**src/rtl/tk_pkg.sv**
```systemverilog
// Shared types and constants for the slow-tick timekeeper.
package tk_pkg;

  typedef enum logic [1:0] {
    ACQUIRE = 2'd0,
    LOCKED  = 2'd1,
    LOST    = 2'd2
  } wd_state_t;

  typedef logic [3:0] bcd_t;

  localparam bcd_t BCD_MAX_UNITS = 4'd9;
  localparam bcd_t BCD_MAX_TENS  = 4'd5;

  // Result of advancing one BCD digit: new digit plus carry into the next.
  typedef struct packed {
    bcd_t digit;
    logic carry;
  } bcd_step_t;

  // Advance a digit by one when en is set, wrapping to 0 past max_val.
  function automatic bcd_step_t bcd_inc(input bcd_t d, input bcd_t max_val, input logic en);
    bcd_step_t r;
    r.digit = d;
    r.carry = 1'b0;
    if (en) begin
      if (d == max_val) begin
        r.digit = '0;
        r.carry = 1'b1;
      end else begin
        r.digit = d + 4'd1;
      end
    end
    return r;
  endfunction

endpackage

```
**src/rtl/tick_sync.sv**
```systemverilog
// Synchronizes a slow toggling level into clk and emits a registered
// one-cycle pulse for every level change, rising or falling.
module tick_sync #(
  parameter int SYNC_STAGES = 2  // must be at least 2
) (
  input  logic clk,
  input  logic rst_n,
  input  logic async_in,
  output logic tick
);

  logic [SYNC_STAGES-1:0] sync_q;
  logic                   hist_q;

  // Shift the input through the synchronizer, keep one history bit, register the edge.
  always_ff @(posedge clk or negedge rst_n) begin
    // NOTE: sequential state uses non-blocking assignments so every flop
    // samples the pre-edge value of its neighbours, as real flops do.
    if (!rst_n) begin
      sync_q <= '0;
      hist_q <= 1'b0;
      tick   <= 1'b0;
    end else begin
      sync_q <= {sync_q[SYNC_STAGES-2:0], async_in};
      hist_q <= sync_q[SYNC_STAGES-1];
      tick   <= sync_q[SYNC_STAGES-1] ^ hist_q;
    end
  end

endmodule

```
**src/rtl/slow_tick_timekeeper.sv**
```systemverilog
// Turns toggles of a slow divider clock into ticks, counts them into a
// run-controlled BCD MM:SS display time and watches the toggle spacing.
module slow_tick_timekeeper
  import tk_pkg::*;
#(
  parameter int SYNC_STAGES   = 2,
  parameter int TICK_CYCLES   = 10_000_000,
  parameter int TOL_CYCLES    = 1_000_000,
  parameter int TICKS_PER_SEC = 5
) (
  input  logic clk,
  input  logic rst_n,
  input  logic clk_1sec,
  input  logic start,
  input  logic stop,
  input  logic clear,
  output logic tick,
  output logic running,
  output bcd_t sec_ones,
  output bcd_t sec_tens,
  output bcd_t min_ones,
  output bcd_t min_tens,
  output logic rollover,
  output logic tick_lost
);

  localparam int PRE_W = (TICKS_PER_SEC > 1) ? $clog2(TICKS_PER_SEC) : 1;
  localparam logic [PRE_W-1:0] PRE_LAST = PRE_W'(TICKS_PER_SEC - 1);

  localparam int GAP_W = $clog2(TICK_CYCLES + TOL_CYCLES + 1);
  localparam logic [GAP_W-1:0] GAP_MAX = GAP_W'(TICK_CYCLES + TOL_CYCLES);
  localparam logic [GAP_W-1:0] GAP_MIN = GAP_W'(TICK_CYCLES - TOL_CYCLES);

  logic [PRE_W-1:0] prescaler;
  logic [GAP_W-1:0] gap_cnt;
  wd_state_t        wd_state;

  logic      presc_adv;
  logic      sec_inc;
  bcd_step_t sec_ones_s, sec_tens_s, min_ones_s, min_tens_s;

  tick_sync #(
    .SYNC_STAGES(SYNC_STAGES)
  ) u_tick_sync (
    .clk     (clk),
    .rst_n   (rst_n),
    .async_in(clk_1sec),
    .tick    (tick)
  );

  // Run flag: stop beats a coincident start; clear leaves it alone.
  always_ff @(posedge clk or negedge rst_n) begin
    if (!rst_n)     running <= 1'b0;
    else if (stop)  running <= 1'b0;
    else if (start) running <= 1'b1;
  end

  // Ripple the seconds increment through the four BCD digits.
  always_comb begin
    // NOTE: every always_comb output is given a value on every path
    // (here via the helper's defaults) so no latch is inferred.
    presc_adv  = tick & running;
    sec_inc    = presc_adv & (prescaler == PRE_LAST);
    sec_ones_s = bcd_inc(sec_ones, BCD_MAX_UNITS, sec_inc);
    sec_tens_s = bcd_inc(sec_tens, BCD_MAX_TENS,  sec_ones_s.carry);
    min_ones_s = bcd_inc(min_ones, BCD_MAX_UNITS, sec_tens_s.carry);
    min_tens_s = bcd_inc(min_tens, BCD_MAX_TENS,  min_ones_s.carry);
  end

  // Prescaler, display digits and the registered rollover pulse; clear drops a coincident tick.
  always_ff @(posedge clk or negedge rst_n) begin
    if (!rst_n) begin
      prescaler <= '0;
      sec_ones  <= '0;
      sec_tens  <= '0;
      min_ones  <= '0;
      min_tens  <= '0;
      rollover  <= 1'b0;
    end else if (clear) begin
      prescaler <= '0;
      sec_ones  <= '0;
      sec_tens  <= '0;
      min_ones  <= '0;
      min_tens  <= '0;
      rollover  <= 1'b0;
    end else begin
      if (presc_adv) prescaler <= (prescaler == PRE_LAST) ? '0 : prescaler + 1'b1;
      sec_ones <= sec_ones_s.digit;
      sec_tens <= sec_tens_s.digit;
      min_ones <= min_ones_s.digit;
      min_tens <= min_tens_s.digit;
      rollover <= min_tens_s.carry;
    end
  end

  // Watchdog: lock on the first tick, then flag early or missing toggles until clear.
  always_ff @(posedge clk or negedge rst_n) begin
    if (!rst_n) begin
      wd_state  <= ACQUIRE;
      gap_cnt   <= '0;
      tick_lost <= 1'b0;
    end else if (clear) begin
      wd_state  <= ACQUIRE;
      gap_cnt   <= '0;
      tick_lost <= 1'b0;
    end else begin
      if (tick)                    gap_cnt <= '0;
      else if (gap_cnt != GAP_MAX) gap_cnt <= gap_cnt + 1'b1;

      case (wd_state)
        ACQUIRE: begin
          if (tick) wd_state <= LOCKED;
        end
        LOCKED: begin
          if ((tick && (gap_cnt < GAP_MIN)) || (!tick && (gap_cnt == GAP_MAX))) begin
            wd_state  <= LOST;
            tick_lost <= 1'b1;
          end
        end
        LOST: begin
          tick_lost <= 1'b1;
        end
        default: begin
          wd_state <= ACQUIRE;
        end
      endcase
    end
  end

endmodule

```
**config.mk**
```make
export PLATFORM = sky130hd
export DESIGN_NAME = slow_tick_timekeeper
export DESIGN_NICKNAME = d
export VERILOG_FILES = /design/src/rtl/tk_pkg.sv /design/src/rtl/tick_sync.sv /design/src/rtl/slow_tick_timekeeper.sv
export SDC_FILE = /design/constraint.sdc
export NUM_CORES = 1
export LEC_CHECK = 0
export ABC_AREA = 1
export CAP_MARGIN = 20
export CORE_MARGIN = 4
export CORE_UTILIZATION = 60
export CTS_BUF_LIST = sky130_fd_sc_hd__clkbuf_4 sky130_fd_sc_hd__clkbuf_8
export DETAILED_ROUTE_END_ITERATION = 7
export GPL_TIMING_DRIVEN = 0
export PLACE_DENSITY = 0.83
export SYNTH_ARGS = -nofsm -noshare
export SYNTH_HDL_FRONTEND = slang
export SYNTH_SLANG_ARGS = --single-unit
```
**constraint.sdc**
```tcl
create_clock -name clk -period 1.7 [get_ports clk]
set_input_delay 0.34 -clock clk [delete_from_list [all_inputs] [get_ports clk]]
set_output_delay 0.34 -clock clk [all_outputs]
set_load 0.02 [all_outputs]
```
==> run_1/placement_by_type.png <==
(4 px per µm)
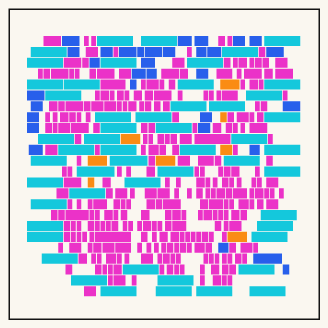
| colour | class | cells | share of their area |
|---|---|---|---|
| orange | clock drivers and dummy loads | 8 | 2.6% |
| blue | remaining buffers and delay cells | 32 | 9.1% |
| magenta | combinational and other logic | 291 | 49% |
| cyan | sequential cells | 52 | 39% |
share of the core filled with cells in the final layout: 75.81%
core area: 4474 µm²
fin area: 3392 µm²
fraction of area in registers: 38.44%

==> run_1/cell_density.png <==
(4 px per µm) 8 x 8 tiles, from black (low) to pale yellow (high), 0 to 100% covered.
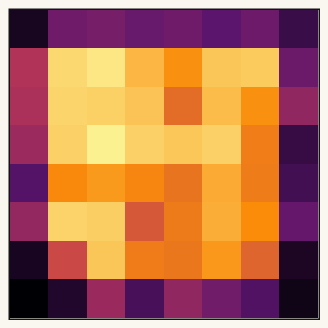
mean over tiles: 56%
densest ninth of the die: centre
nearly empty tiles: 1.6%
fullest tile: 97%
starting density of the core: 64.07%

==> results.txt, run 1 <==
The full implementation flow was run.

The detail-routed net length per standard cell stands at between 10 and 15 µm. The final timing report lists a hold violation count of 4. The flow ran to the end, but the final reports show violations. The script computed a power per unit cell area of 640.1 nW/µm². The biggest area contributor in the post-synthesis netlist is dfrtp_1. The share of synthesized cell area in and-or and or-and compound cells stands at 8.555%. The number of buffer and inverter instances along the worst setup path stands at 1. The count of nets left with antenna violations after detail routing stands at 0. The count of cells along the worst register-to-register path stands at 7. VDD sags by at most slightly below 0.7 mV. The hold slack stands at -0.001888 ns.

In the synthesized netlist, the dominant kind of combinational cell is simple AND/OR/NAND/NOR gates. 26 I/O pins were placed. The fraction of final layout cells sized beyond drive strength 1 stands at between 10% and 20%. The finished layout holds 435 standard cells, fillers aside.

In this run, the clock network consumes around a third of the power. After detailed routing, the total wire length is around 6400 µm. The clock network power stands at 710 µW. The number of vias after detailed routing stands at roughly 2500. The leakage dissipation stands at 1.598 nW. The worst setup path is captured at a primary output. The area fraction in mux cells stands at 0%. The clock net sink count stands at 52. Per the post-synthesis report, the number of cells in the design is 345. Once detailed placement completed, the half-perimeter wirelength came to 4626 µm.

Along the worst path, the maximum fanout reaches 3. For this run, the script counts the antenna cells in the layout as 0. The number of flip-flops in the largest register stands at 24. The main area contributors are dfrtp_1, nand2_1, nor2_1, inv_1, ha_1. Global routing used under 10% of the available met3 tracks.

The post-detailed-route DRC marker count stands at 0. The checks that failed: hold timing.
==> run_1/io_placement.png <==
(4 px per µm) Pins as bars across the die edge, other pins in grey.
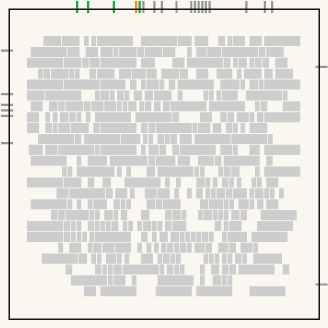
| colour | port | pins | direction | edge |
|---|---|---|---|---|
| green | min_tens | 4 | output | north |
| orange | clear | 1 | input | north |
all pins by edge: 18 north, 6 west, 2 east
width of the die: 77.12 µm
Port Buf Inserts: 24
floorplan die height: 77.12 µm

run 1: cell type report:
cell class / instances / area [µm²]
buffer: 2 / 10.01
clock buffer: 5 / 68.82
clock inverter: 3 / 18.77
fill: 321 / 1082
inverter: 46 / 176.4
multi-input combinational: 245 / 1455
sequential: 52 / 1304
tap: 52 / 65.06
timing repair buffer: 30 / 294.0
run 1: routing by layer:
metal,vias up,part of all wire (%)
li1,1216,-
met1,1222,46
met2,58,49
met3,7,3.6
met4,0,1.1
met5,-,0
run 1: repair_timing:
| item | 4_1_cts | 5_1_grt |
|---|---|---|
| endpoints found under the setup margin | 13 | 25 |
| buffers inserted | 1 | 4 |
| resized | 12 | 26 |
| cloned | 0 | 0 |
| pin swaps | 1 | 5 |
==> run_1/wires.png <==
(4 px per µm)
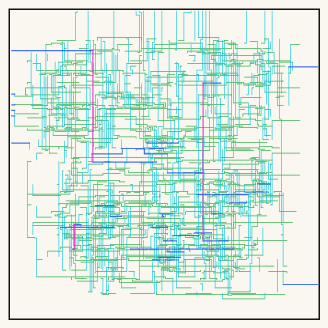

## Run 2: what changed since run 1
--- a/config.mk
+++ b/config.mk
@@ -7,7 +7,6 @@
 export LEC_CHECK = 0
 export ABC_AREA = 1
 export CAP_MARGIN = 20
-export CORE_MARGIN = 4
 export CORE_UTILIZATION = 60
 export CTS_BUF_LIST = sky130_fd_sc_hd__clkbuf_4 sky130_fd_sc_hd__clkbuf_8
 export DETAILED_ROUTE_END_ITERATION = 7
==> run_2/wires.png <==
(4 px per µm)
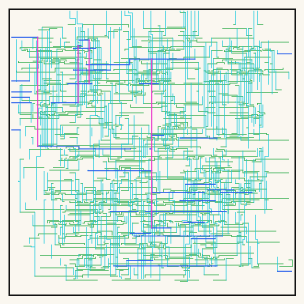
| colour | layer | wire length |
|---|---|---|
| green | metal 1 | 2920 µm |
| cyan | metal 2 | 2880 µm |
| blue | metal 3 | 295 µm |
| magenta | metal 4 | 94.5 µm |
combined global-route utilization of all metal layers: 26.45%
routed len/inst: 14.17 µm
Final Routed Wirelength: 6191 µm

==> run_2/cell_density.png <==
(6 px per µm) 7 x 7 tiles, from black (low) to pale yellow (high), 0 to 100% covered.
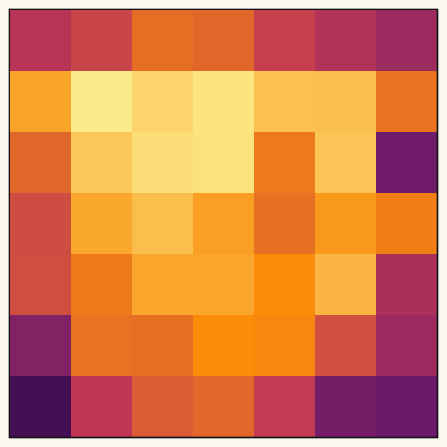
mean over tiles: 66%
fullest tile: 96%
tiles over 75% full: 37%
share of the core filled with cells in the final layout: 76.01%

==> results.txt, run 2 <==
The full implementation flow was run.

Status: completed (was finished, violations left). The routed length on met3 came to 294 µm (was 227 µm). The wire length on met1 stands at 2919 µm (was 2963 µm). The antenna diode count stands at 0 (unchanged). The number of buffer and inverter instances along the worst setup path stands at 1 (unchanged). The post-detailed-placement half-perimeter wirelength is 4425 µm (was 4626 µm).

The share of synthesized cell area in and-or and or-and compound cells stands at 8.555% (unchanged). The count of non-filler cells in the finished layout is 437 (was 435). The area fraction in mux cells is 0% (unchanged). The floorplan-stage core utilization stands at 64.07% (unchanged).

The endpoint type of the worst setup path is a primary output (unchanged). The number of vias after detailed routing was 2480 (was 2503). The global-route track usage on met3 stands at 4.701% (was 3.630%). The die extent in y was 71.12 µm (was 77.12 µm). The fraction of final layout cells sized beyond drive strength 1 was 14.81% (was 14.62%). The number of flip-flops in the largest register was 24 (unchanged).

The wire length on met2 stands at 2883 µm (was 3128 µm). The cell type with the largest total area after synthesis is dfrtp_1 (unchanged). The leakage dissipation stands at 1.601 nW (was 1.598 nW). The width of the chip came to 71.12 µm (was 77.12 µm).

The tally of yosys warning messages was 0 (unchanged). The count of nets left with antenna violations after detail routing was 0 (unchanged). The number of gates resized after cts is 19 (was 12).

The total I/O pin count is 26 (unchanged). The register area stands at 1301 µm² (was 1304 µm²). The dominant non-sequential cell family after synthesis is simple AND/OR/NAND/NOR gates (unchanged).

The number of failing hold endpoints at the final stage stands at 0 (was 4). The area of the multi-input gates was 1450 µm² (was 1455 µm²). The power density over cell area came to 642.7 nW/µm² (was 640.1 nW/µm²).

The post-CTS setup-driven buffer insertion count stands at 2 (was 1). The hold slack stands at 0.3317 ns (was -0.001888 ns). The number of fill cells stands at 321 (unchanged). The topmost layer with routed signal wires is met4 (unchanged). Post-synth area hogs: dfrtp_1, nand2_1, nor2_1, inv_1, ha_1 (unchanged).
## run 2: cell counts after synthesis
No cell type changed its count.
## run 2: cell type report
class                           count  area share, %
Multi-Input combinational cell    245          42.64
Buffer                              2         0.2943
Timing Repair Buffer               32          9.014
Tap cell                           52          1.913
Sequential cell                    52          38.26
Clock inverter                      3         0.6623
Inverter                           46          5.188
Clock buffer                        5          2.024
## run 2: path summary, 6_finish.rpt
check                                   endpoint  depth (start not counted)
setup reg to reg                     sec_tens[1]                         10
hold / removal                         tick_lost                          2
hold reg to reg            u_tick_sync.sync_q[1]                          0
max in group asynchronous             gap_cnt[1]                          3
setup / recovery                       tick_lost                          1
min in group asynchronous           prescaler[2]                          2
Power is estimated from default activity; no workload was simulated.
